[src/rtl/mem_arbiter.sv]
// mem_arbiter: two-port (instruction fetch / data) arbiter in front of a
// single-port 32-bit memory. One access per SERVE cycle, fixed latency:
// request sampled in IDLE (cycle N), memory access in SERVE (N+1), registered
// ack in N+2. Ties are resolved round-robin; data wins the first tie after reset.
// Accesses that are misaligned, out of range, or data writes into the
// instruction region are rejected: they still take the SERVE cycle (with the
// write strobe suppressed) and return ack with err=1 and rdata=0.
//
// Ports:
//   clk, reset                       clock, async active-high reset
//   if_req/if_addr                   fetch request and byte address
//   if_ack/if_rdata/if_err           fetch completion, word, rejection flag
//   d_req/d_we/d_addr/d_wdata        data request, write enable, address, word
//   d_ack/d_rdata/d_err              data completion, word, rejection flag
//   mem_we/mem_addr/mem_wdata        memory controls (decoded from state)
//   mem_rdata                        combinational memory read data
module mem_arbiter #(
  parameter int IMEM_BYTES = 1024,
  parameter int MEM_BYTES  = 2048
) (
  input  logic        clk,
  input  logic        reset,
  input  logic        if_req,
  input  logic [31:0] if_addr,
  output logic        if_ack,
  output logic [31:0] if_rdata,
  output logic        if_err,
  input  logic        d_req,
  input  logic        d_we,
  input  logic [31:0] d_addr,
  input  logic [31:0] d_wdata,
  output logic        d_ack,
  output logic [31:0] d_rdata,
  output logic        d_err,
  output logic        mem_we,
  output logic [31:0] mem_addr,
  output logic [31:0] mem_wdata,
  input  logic [31:0] mem_rdata
);

  localparam logic [31:0] IMEM_LIM = 32'(IMEM_BYTES);
  localparam logic [31:0] MEM_LIM  = 32'(MEM_BYTES);

  typedef enum logic [1:0] {IDLE, SERVE_IF, SERVE_D} state_t;

  state_t      r_state, w_next;
  logic        r_last_if;   // 1 = fetch was granted last
  logic        r_we;
  logic        r_bad;       // latched access is rejected
  logic [31:0] r_addr;
  logic [31:0] r_wdata;

  logic w_if_v, w_d_v, w_grant_if, w_grant_d, w_if_bad, w_d_bad;

  // Request qualification and access checks, evaluated on the live inputs
  // so the verdict is latched together with the operands at grant time.
  always_comb begin
    // A port whose ack is still high is finishing its previous access.
    w_if_v     = if_req & ~if_ack;
    w_d_v      = d_req & ~d_ack;
    w_grant_d  = w_d_v & (~w_if_v | r_last_if);
    w_grant_if = w_if_v & ~w_grant_d;
    w_if_bad   = (if_addr[1:0] != 2'b00) | (if_addr >= IMEM_LIM);
    w_d_bad    = (d_addr[1:0] != 2'b00) | (d_addr >= MEM_LIM) |
                 (d_we & (d_addr < IMEM_LIM));
  end

  always_ff @(posedge clk or posedge reset) begin
    if (reset) r_state <= IDLE;
    else       r_state <= w_next;
  end

  // Next state and memory-side outputs, all decoded from state so reset
  // (which forces IDLE asynchronously) drops them within the same cycle.
  always_comb begin
    w_next    = r_state;
    mem_we    = 1'b0;
    mem_addr  = 32'h0;
    mem_wdata = 32'h0;
    case (r_state)
      IDLE: begin
        if (w_grant_d)       w_next = SERVE_D;
        else if (w_grant_if) w_next = SERVE_IF;
      end
      SERVE_IF: begin
        mem_addr = r_addr;
        w_next   = IDLE;
      end
      SERVE_D: begin
        mem_addr  = r_addr;
        mem_wdata = r_wdata;
        mem_we    = r_we & ~r_bad & ~reset;
        w_next    = IDLE;
      end
      default: w_next = IDLE;
    endcase
  end

  always_ff @(posedge clk or posedge reset) begin
    if (reset) begin
      r_last_if <= 1'b1;
      r_we      <= 1'b0;
      r_bad     <= 1'b0;
      r_addr    <= 32'h0;
      r_wdata   <= 32'h0;
      if_ack    <= 1'b0;
      if_err    <= 1'b0;
      if_rdata  <= 32'h0;
      d_ack     <= 1'b0;
      d_err     <= 1'b0;
      d_rdata   <= 32'h0;
    end else begin
      if_ack <= 1'b0;
      if_err <= 1'b0;
      d_ack  <= 1'b0;
      d_err  <= 1'b0;
      case (r_state)
        IDLE: begin
          if (w_grant_d) begin
            r_addr    <= d_addr;
            r_we      <= d_we;
            r_wdata   <= d_wdata;
            r_bad     <= w_d_bad;
            r_last_if <= 1'b0;
          end else if (w_grant_if) begin
            r_addr    <= if_addr;
            r_we      <= 1'b0;
            r_wdata   <= 32'h0;
            r_bad     <= w_if_bad;
            r_last_if <= 1'b1;
          end
        end
        SERVE_IF: begin
          if_ack   <= 1'b1;
          if_err   <= r_bad;
          if_rdata <= r_bad ? 32'h0 : mem_rdata;
        end
        SERVE_D: begin
          d_ack <= 1'b1;
          d_err <= r_bad;
          // An accepted write leaves the previous read word in place.
          if (r_bad)      d_rdata <= 32'h0;
          else if (!r_we) d_rdata <= mem_rdata;
        end
        default: ;
      endcase
    end
  end

endmodule

[config.mk]
export PLATFORM = sky130hd
export DESIGN_NAME = mem_arbiter
export DESIGN_NICKNAME = d
export VERILOG_FILES = /design/src/rtl/mem_arbiter.sv
export SDC_FILE = /design/constraint.sdc
export NUM_CORES = 1
export LEC_CHECK = 0
export CAP_MARGIN = 20
export CORE_MARGIN = 10
export CORE_UTILIZATION = 43
export CTS_CLUSTER_DIAMETER = 120
export DETAILED_ROUTE_END_ITERATION = 7
export HOLD_SLACK_MARGIN = 0.03
export PLACE_DENSITY_LB_ADDON = 0.3
export SETUP_SLACK_MARGIN = 0.2
export SYNTH_ARGS = -nofsm -noshare
export SYNTH_HDL_FRONTEND = slang
export SYNTH_SLANG_ARGS = --single-unit
export TNS_END_PERCENT = 10
[constraint.sdc]
create_clock -name clk -period 5.63 [get_ports clk]
set_input_delay 0.8445 -clock clk [delete_from_list [all_inputs] [get_ports clk]]
set_output_delay 0.8445 -clock clk [all_outputs]
set_load 0.01 [all_outputs]
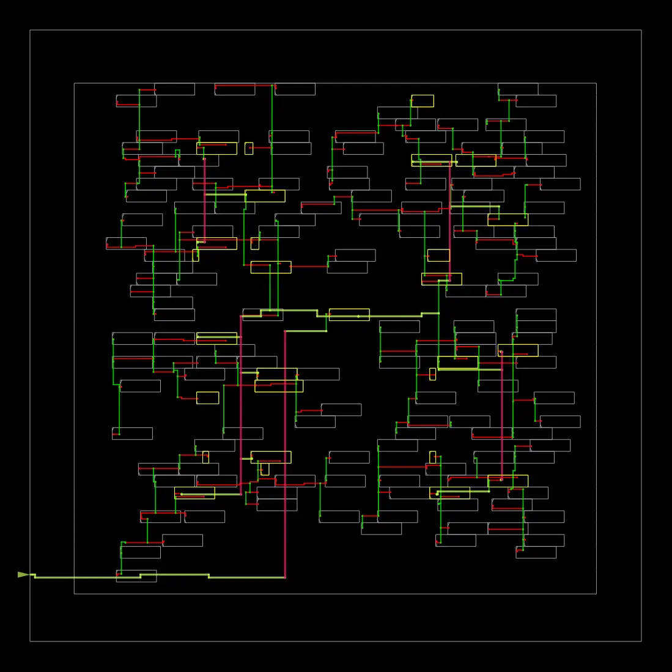
(run_1/clock_nets.png)
Clock Latency Late Sink: 0.41 ns
clk pwr: 1.01 mW

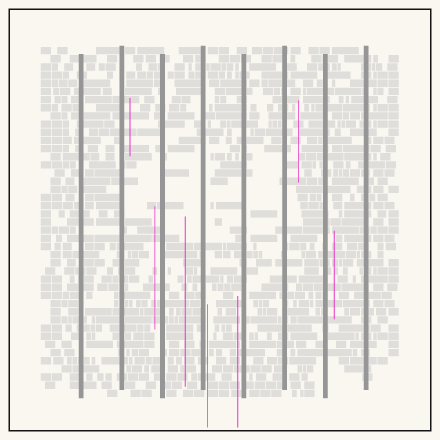
(run_1/m4.png)
Scale: 3 px per um. Supply wires on this layer in grey. Cells faint in the background.
longest straight run = 56.4 um
wire length on this layer = 257 um
nets with wire on the layer = 4
main direction = vertical
share of all routed wire = 1.4%
final WL: 18,890 um
vias post-DR: 5,066

==> metrics.csv, run 1 <==
stage;metric;value;unit
outcome;status;completed;
detailed_routing;drt_iter0_drc;196;
sta;final-hold-violation-count;0;
synth;ys_cells;571;
synth;ys_types;31;
place;dp_hpwl;14210;um
synth;synth_cells;571;
floorplanning;rows;43;
critical_path;path_max_fanout;36;
layout;lay_top_count;clkdlybuf4s50_1;
critical_path;crit_family;adder cells;
sta;fin_crit_sh;0.6421;
place;place_congestion;0.8418;
sta;tns;0;ns
synth;ys_chip_area;6195;sq um
global_route;antenna_found_initial;0;
global_route;grt_pass1_wl;29500;um
sta;max_clock_freq;0.2766;GHz
global_route;grt_pass1_vias;5482;
clock_tree;cts-resized-gates;0;
place;numPortBuffers;265;
sta;rsz0062_at_grt;false;
job;drv_cap;0;
global_route;grt_use_total;0.1871;
clock_tree;ctsHtreeMaxLevel;4;
critical_path;cp-start-kind;flop;
synth;syn_avg_cell_area;10.85;sq um
clock_tree;tritoncts;yes;
layout;finish.utilization;0.6744;
clock_tree;cts_max_path_buffers;2;
sta;period_needed;3.615;ns
synth;syn_nets;707;
worst_hold_path;hp-class;flop to flop;
synth;numSynthFlops;137;
critical_path;worstPathRequired;4.79;ns
floorplanning;fp_util;0.4428;
sta;slew_viol_final;0;
critical_path;worstPathCellList;inv_1 -> ha_1 -> nor4b_1 -> clkdlybuf4s50_1;
floorplanning;pin_count;266;
layout;area_growth;52.29;%
critical_path;cpPeakStageDelay;0.82;ns
critical_path;cp-end-kind;primary output;
detailed_routing;dr.pass1.iters;4;
clock_tree;cts_buffers;17;
layout;antenna_cells;0;
critical_path;crit_type;flop to primary output;
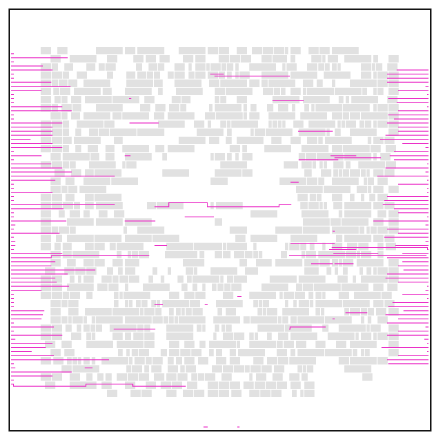
(run_1/m3.png)
Scale: 3 px per um. Cells faint in the background.
main direction = horizontal
nets with wire on the layer = 165
M3 GR Usage: 0.08316

[run 1: worst reg2reg max path, delay by kind of cell, from the launching register on]
| kind | cells | cell delay [ns] |
|---|---|---|
| fa+ha+maj | 1 | 0.82 |
| buf+inv | 2 | 0.48 |
| compound gates | 2 | 0.46 |
| flops | 1 | 0.40 |
| simple gates | 1 | 0.12 |
[run 1: metal layers]
layer / GRT usage / wire length (um) / part of all wire / up-vias
met5: 0 / 0 / 0 / -
met4: 0.05870 / 257 / 0.014 / 0
met3: 0.08316 / 1867 / 0.099 / 20
met2: 0.3061 / 8943 / 0.47 / 203
met1: 0.2153 / 7819 / 0.41 / 2430
li1: - / - / - / 2413
[run 1: registers in the layout, indices dropped and copies added (netlist names)]
name and flops:
d_rdata 32, d_ack 1, if_rdata 32, if_ack 1, r_wdata 32, if_err 1, r_last_if 1, r_state 2
d_err 1, r_bad 1, r_addr 32, r_we 1
[run 1: stage by stage]
stage | setup WS, ns | power (mW) | hold slack, ns | area [sq um]
after floorplan | 1.119 | 2.986 | 0.4418 | 6195
after global placement | 2.580 | 4.115 | 0.4587 | 8907
after detailed placement | 2.427 | 4.179 | 0.4620 | 8907
after CTS | 1.967 | 5.211 | 0.4736 | 9434
after global routing | 1.840 | 5.492 | 0.4969 | 9434
final | 2.015 | 5.152 | 0.4694 | 9434
[run 1: power by group]
group          internal (mW)  switching, mW
clock network          0.630          0.377
logic                   1.24           1.17
registers               1.46          0.267
total                   3.33           1.82
[run 1: cells in the mapped netlist, drive strengths merged]
library cell | number | area (sq um)
a21bo | 1 | 10.01
a21boi | 1 | 11.26
a21oi | 1 | 5.000
a22o | 33 | 289.0
and2 | 66 | 412.9
buf | 23 | 187.7
clkbuf | 15 | 56.30
dfrtp | 136 | 3403
dfstp | 1 | 26.28
ha | 3 | 37.54
inv | 38 | 142.6
mux2i | 64 | 640.6
nand2 | 66 | 247.7
nand2b | 32 | 200.2
nand3 | 1 | 5.000
nand4 | 1 | 6.260
nor2 | 1 | 20.02
nor2b | 2 | 27.53
nor3 | 4 | 20.02
nor4 | 11 | 68.82
nor4b | 1 | 8.760
o2111ai | 1 | 8.760
o21a | 1 | 7.510
o21ai | 66 | 334.1
o311a | 1 | 10.01
o31ai | 1 | 7.510
[run 1: cell families after synthesis]
logic type               after synthesis  synth area share
buffers and inverters                 76           0.06241
adder cells (fa/ha/maj)                3          0.006060
AND-OR/OR-AND                        106            0.1103
AND/OR/NAND/NOR                      185            0.1642
multiplexers                          64            0.1034
flip-flops                           137            0.5536
[run 1: path summary, 6_finish.rpt]
kind,startpoint,slack (ns),endpoint,cells after the start
max in group asynchronous,reset,3.51,r_wdata[22],3
min in group asynchronous,reset,1.01,if_rdata[7],2
setup reg to reg,r_state[0],3.20,d_rdata[9],6
hold / removal,r_addr[30],0.47,r_addr[30],2
setup / recovery,r_state[0],2.01,mem_we,4
hold reg to reg,r_addr[30],0.47,r_addr[30],2
[run 1: area by class of cell]
cell class	instances	area, sq um	area share
tap	180	225.2	0.02387
multi-input combinational	358	2407	0.2552
inverter	38	147.6	0.01565
sequential	137	3430	0.3635
clock buffer	24	481.7	0.05106
timing repair buffer	271	2698	0.2859
clock inverter	4	45.04	0.004775
==> run_1/pinout.png <==
Scale: 3 px per um. Pins as bars across the die edge, other pins in grey.
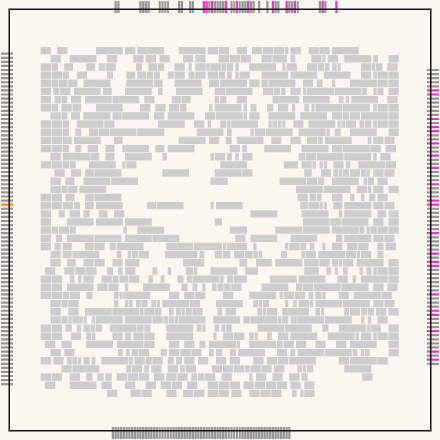

==> run 2: changes to the inputs <==
==> constraint.sdc (replaced) <==
create_clock -name clk -period 3.61 [get_ports clk]
set_input_delay 0.5415 -clock clk [delete_from_list [all_inputs] [get_ports clk]]
set_output_delay 0.5415 -clock clk [all_outputs]
set_load 0.01 [all_outputs]
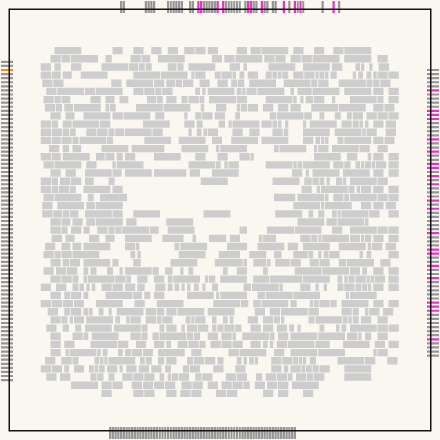
(run_2/pinout.png)
Scale: 3 px per um. Pins as bars across the die edge, other pins in grey.
orange -> `d_we`  # pins 1, direction input, edge left
magenta -> `if_rdata`  # pins 32, direction output, edge 21 right, 11 top
all pins by edge = 79 left, 71 right, 68 bottom, 48 top
Die H: 140.0 um
port buffer count: 265

==> run 2 against run 1 <==
Net effect: total power up 60%; synthesized cell count unchanged; sequential cell count unchanged; cell area up 1.3%; critical endpoint is now mem_addr[11]; highest routed layer unchanged.
==> metrics.csv, run 2 <==
stage;metric;value;unit;change
outcome;status;completed;;
clock_tree;tritoncts;yes;;
sta;slew_viol_final;0;;unchanged
power;switching_share;0.3480;;-0.004952
global_route;antenna_found_initial;0;;unchanged
power;p_int;5.367;mW;+61%
critical_path;cpPeakStageDelay;0.81;ns;about the same
global_route;grt_pass1_vias;5548;;+1.2%
critical_path;regToRegStartpoint;d_ack;;
synth;area_leaders;dfrtp_1, mux2i_1, and2_1, a22o_1, nand2_1;;
detailed_routing;drt-total-wl;19370;um;+2.6%
power;p_clk_frac;0.208;;+0.013
critical_path;r2r_end;r_addr[19];;
synth;synth_cells;571;;unchanged
sta;period_needed;3.026;ns;
clock_tree;clk_latency;0.41;ns;about the same
power;power.total;8.231;mW;+60%
critical_path;worstPathRequired;3.07;ns;-1.72 ns
synth;ys_top_cells_by_count;dfrtp_1, and2_1, nand2_1, mux2i_1, inv_1;;
power;seq_power_share;0.331;;-0.005
synth;syn_nets;707;;unchanged
sta;max_clock_freq;0.3304;GHz;
clock_tree;cts-resized-gates;0;;unchanged
## run 2: cell type report
cell class                 instances  area, sq um  area share
sequential                       137         3430      0.3589
timing repair buffer             276         2760      0.2888
multi-input combinational        358         2407      0.2519
clock buffer                      23        467.9     0.04897
tap                              180        225.2     0.02357
inverter                          38        146.4     0.01532
clock inverter                     8        120.1     0.01257
## run 2: worst max path at each step
| stage | endpoint | slack [ns] | depth (start not counted) |
|---|---|---|---|
| floorplan | d_ack | 1.36 | 1 |
| global placement | mem_addr[11] | 1.0 | 4 |
| detailed placement | r_addr[19] | 0.95 | 6 |
| CTS | mem_addr[11] | 0.50 | 4 |
| global route | mem_addr[27] | 0.37 | 4 |
| finish | mem_addr[11] | 0.58 | 4 |
## run 2: through the flow
step           instances  area [sq um]    util  setup WS [ns]  hold WS, ns
6_report            1020          9557  0.6832         0.5837       0.4786
5_1_grt             1020          9557  0.6832         0.3688       0.5057
4_1_cts             1020          9557  0.6832         0.4975       0.4805
3_5_place_dp         989          8969  0.6411         0.9462       0.4677
3_3_place_gp         989          8969  0.6411         0.9976       0.4611
2_1_floorplan        571          6198       -          1.362       0.4418
## run 2: worst max-delay path: cells and delay by family, from the launching register on
family / cells / cell delay [ns]
adder cells (fa/ha/maj): 1 / 0.81
buffers and inverters: 2 / 0.64
AND/OR/NAND/NOR: 1 / 0.25
flip-flops: 1 / 0.38
## run 2: metal layers
metal  GRT usage  wire length [um]  vias up
met5           0                 0        -
met4     0.08641               553        0
met3     0.08283              1718       37
met2      0.3071              9192      218
met1      0.2259              7906     2410
li1            -                 -     2420
## run 2: power groups by stage
stage                     Sequential, mW  Combinational, mW  Clock, mW
after global routing                2.80               4.14       1.82
after CTS                           2.72               3.86       1.75
after floorplan                     2.77               1.89          0
final                               2.72               3.79       1.72
after global placement              2.69               3.75          0
after detailed placement            2.73               3.84          0
## run 2: cell families (layout without fill, tap and decap cells)
group           Yosys count  in the layout  synth area share
fa+ha+maj                 3              3          0.006060
mux                      64             64            0.1034
simple gates            185            185            0.1642
buf+inv                  76            345           0.06241
flops                   137            137            0.5536
compound gates          106            106            0.1103
Power figures rest on the tool's default switching activity, not on a simulated workload.
